`src/rtl/shift_pkg.sv`:
```
// shift_pkg: shared shift-op encoding and default data width for the shifter
package shift_pkg;
  typedef enum logic [1:0] {LSL = 2'b00, LSR = 2'b01, ASR = 2'b10, ROR = 2'b11} shift_op_t;
  localparam int N_DEF = 64;
endpackage

```
`src/rtl/shift_step.sv`:
```
// shift_step: combinational one-bit LSL/LSR/ASR/ROR step
// ports: a (operand), op (shift_op_t), y (a shifted by one position)
module shift_step
  import shift_pkg::*;
#(
  parameter int N = N_DEF
) (
  input  logic [N-1:0] a,
  input  shift_op_t    op,
  output logic [N-1:0] y
);
  always_comb y = op == LSL ? {a[N-2:0], 1'b0}
                            : {op == ASR ? a[N-1] : op == ROR ? a[0] : 1'b0, a[N-1:1]};
endmodule

```
`src/rtl/shift_seq.sv`:
```
// shift_seq: multi-cycle shifter, one bit position per clock under a start/done handshake
// ports: clk, reset (sync, active-high); start/op/a/shamt request (taken only when idle);
//        busy (accept+1 through done), done (1-cycle pulse), y (held result), zero (y == 0)
module shift_seq
  import shift_pkg::*;
#(
  parameter int N  = N_DEF,
  parameter int SW = $clog2(N)
) (
  input  logic          clk,
  input  logic          reset,
  input  logic          start,
  input  shift_op_t     op,
  input  logic [N-1:0]  a,
  input  logic [SW-1:0] shamt,
  output logic          busy,
  output logic          done,
  output logic [N-1:0]  y,
  output logic          zero
);
  typedef enum logic [1:0] {IDLE, SHIFT, FIN} state_t;
  state_t        state;
  logic [N-1:0]  acc;
  logic [N-1:0]  step;
  logic [SW-1:0] cnt;
  shift_op_t     op_r;
  shift_step #(.N(N)) u_step (.a(acc), .op(op_r), .y(step));
  always_ff @(posedge clk) begin
    if (reset) begin
      state <= IDLE;
      acc   <= '0;
      cnt   <= '0;
      op_r  <= LSL;
      y     <= '0;
      zero  <= 1'b1;
      busy  <= 1'b0;
      done  <= 1'b0;
    end else begin
      case (state)
        IDLE: if (start) begin
          acc   <= a;
          cnt   <= shamt;
          op_r  <= op;
          busy  <= 1'b1;
          state <= SHIFT;
        end
        SHIFT: if (cnt != '0) begin
          acc <= step;
          cnt <= cnt - 1'b1;
        end else begin
          y     <= acc;
          zero  <= acc == '0;
          done  <= 1'b1;
          state <= FIN;
        end
        FIN: begin
          busy  <= 1'b0;
          done  <= 1'b0;
          state <= IDLE;
        end
        default: state <= IDLE;
      endcase
    end
  end
endmodule

```
`config.mk`:
```
export PLATFORM = sky130hd
export DESIGN_NAME = shift_seq
export DESIGN_NICKNAME = d
export VERILOG_FILES = /design/src/rtl/shift_pkg.sv /design/src/rtl/shift_step.sv /design/src/rtl/shift_seq.sv
export SDC_FILE = /design/constraint.sdc
export NUM_CORES = 1
export LEC_CHECK = 0
export ABC_AREA = 1
export CORE_UTILIZATION = 46
export DETAILED_ROUTE_END_ITERATION = 12
export PLACE_DENSITY_LB_ADDON = 0.25
export SYNTH_ARGS = -nofsm -noshare
export SYNTH_HDL_FRONTEND = slang
export SYNTH_SLANG_ARGS = --single-unit
```
`constraint.sdc`:
```
create_clock -name clk -period 1.7 [get_ports clk]
set_clock_uncertainty 0.1 [all_clocks]
set_input_delay 0.34 -clock clk [delete_from_list [all_inputs] [get_ports clk]]
set_output_delay 0.34 -clock clk [all_outputs]
set_load 0.01 [all_outputs]
```
Figure 1. Placement by cell class.
Bar = 20 um. Fill, decap, tap and diode cells in grey.
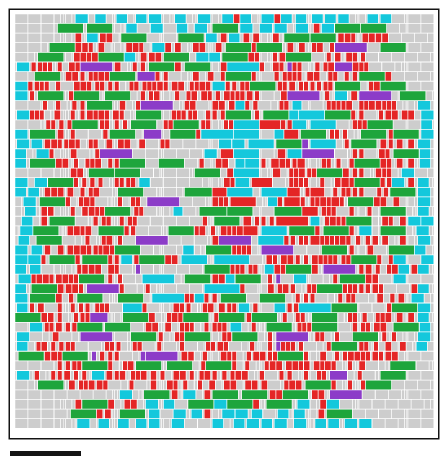
| class | colour | cells | share of their area |
|---|---|---|---|
| flip-flops | green | 141 | 32% |
| all other logic | red | 789 | 40% |
| clock drivers and dummy loads | purple | 29 | 6.0% |
| other buffers and delay cells | cyan | 177 | 22% |

Figure 2. M1 wires.
Supply wires on this layer in grey.
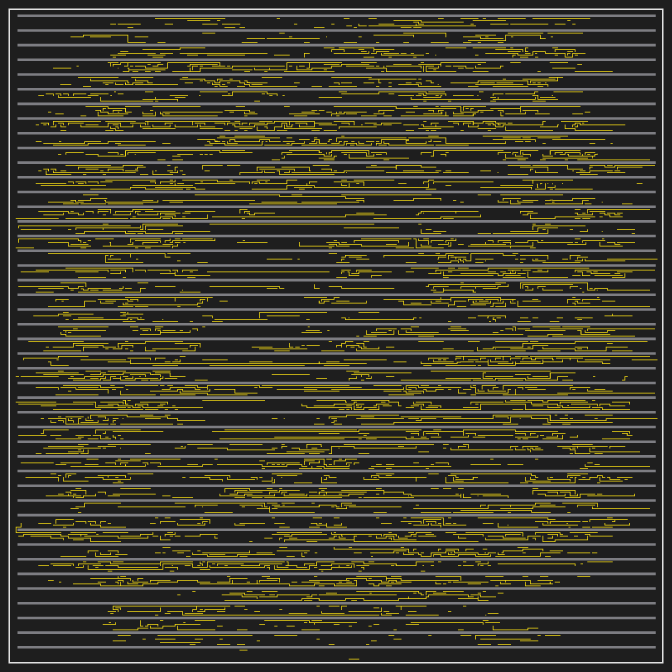
wire length on this layer: 8500 um
share of all routed wire: 47%
longest straight run: 43.7 um
nets with wire on the layer: 1082
main direction: horizontal
met1 Usage GRT: 32.0%
Vias: 6622
WL final: 18000 um

==> impl_metrics.toml <==
# synthesis and place-and-route metrics
[yosys]
netlist_top_cells_area = "dfxtp_1 44%, nand2_1 21%, o21ai_0 10%"
synth_area_um2 = 6490
postSynthCellCount = 991
xor_share_pct = 0
common_cells = "365 x nand2_1, 141 x dfxtp_1, 134 x o21ai_0"
mux_share_pct = 0

[layout]
finalCoreUtilization_pct = 64.6
inv_count = 77
flops = 141
lay_top_cells = "364 x nand2_1, 138 x dfxtp_1, 134 x o21ai_0"
num-nonclk-buffers = 177
seq_area_um2 = 2830
nets = 1203
logic_area_um2 = 3150
fill_cells = 1253
clk_share_pct = 5.84
design_area_um2 = 8930
buf_share_pct = 21.4
sh_comb_area_pct = 35.3

[place]
post-place-ws_ns = -0.138
place_congestion = 0.793
detailed_place_hpwl_um = 10900

[critical_path]
crit_arrival_ns = 1.88
r2r-start = "cnt[0]$_SDFFE_PP0P_"
crit_buf_inv = 3
crit_fanout = 13
end_kind = "flip-flop"

[clocking]
cts.htree.levels = 4
clk_root_buffer_cell = "clkbuf_16"
postCtsHoldBufs = 0

[global_route]
grt_antenna_before_repair = 0
grt_remaining_overflow = 0
grt_use_total_pct = 24.4
grt_max_degree = 65
gr-usage-met2_pct = 38.5

[power_and_ir_drop]
p_seq_share_pct = 39.0
ir_worst_vdd_uv = 896
p_total_mw = 11.0
p_int_mw = 7.37
p_sw_share_pct = 33.2
leakage_nw = 4.31
power_leader = "registers"

[sta]
slew_violations = 0

[worst_hold_path]
hold_path_end = "acc[61]$_SDFFE_PP0P_"
min-delay-start = "acc[61]$_SDFFE_PP0P_"

[routing]
viasPerCell = 5.03
drtPass1Iterations = 5
drt-initial-drc-count = 525

[job]
maxCapViolations = 0

[outcome]
outcome = "completed"
Figure 3. Wiring heat map.
24 x 24 tiles, from black (low) to pale yellow (high), scaled to the fullest tile. Values are wire area over tile area, all layers added.
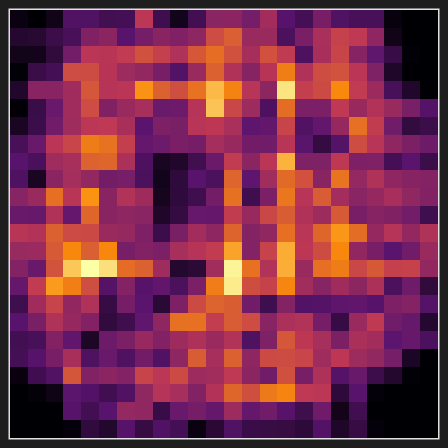
fullest tile: 0.55
mean over tiles: 0.20
tiles over half the peak: 23%
nearly empty tiles: 6.2%

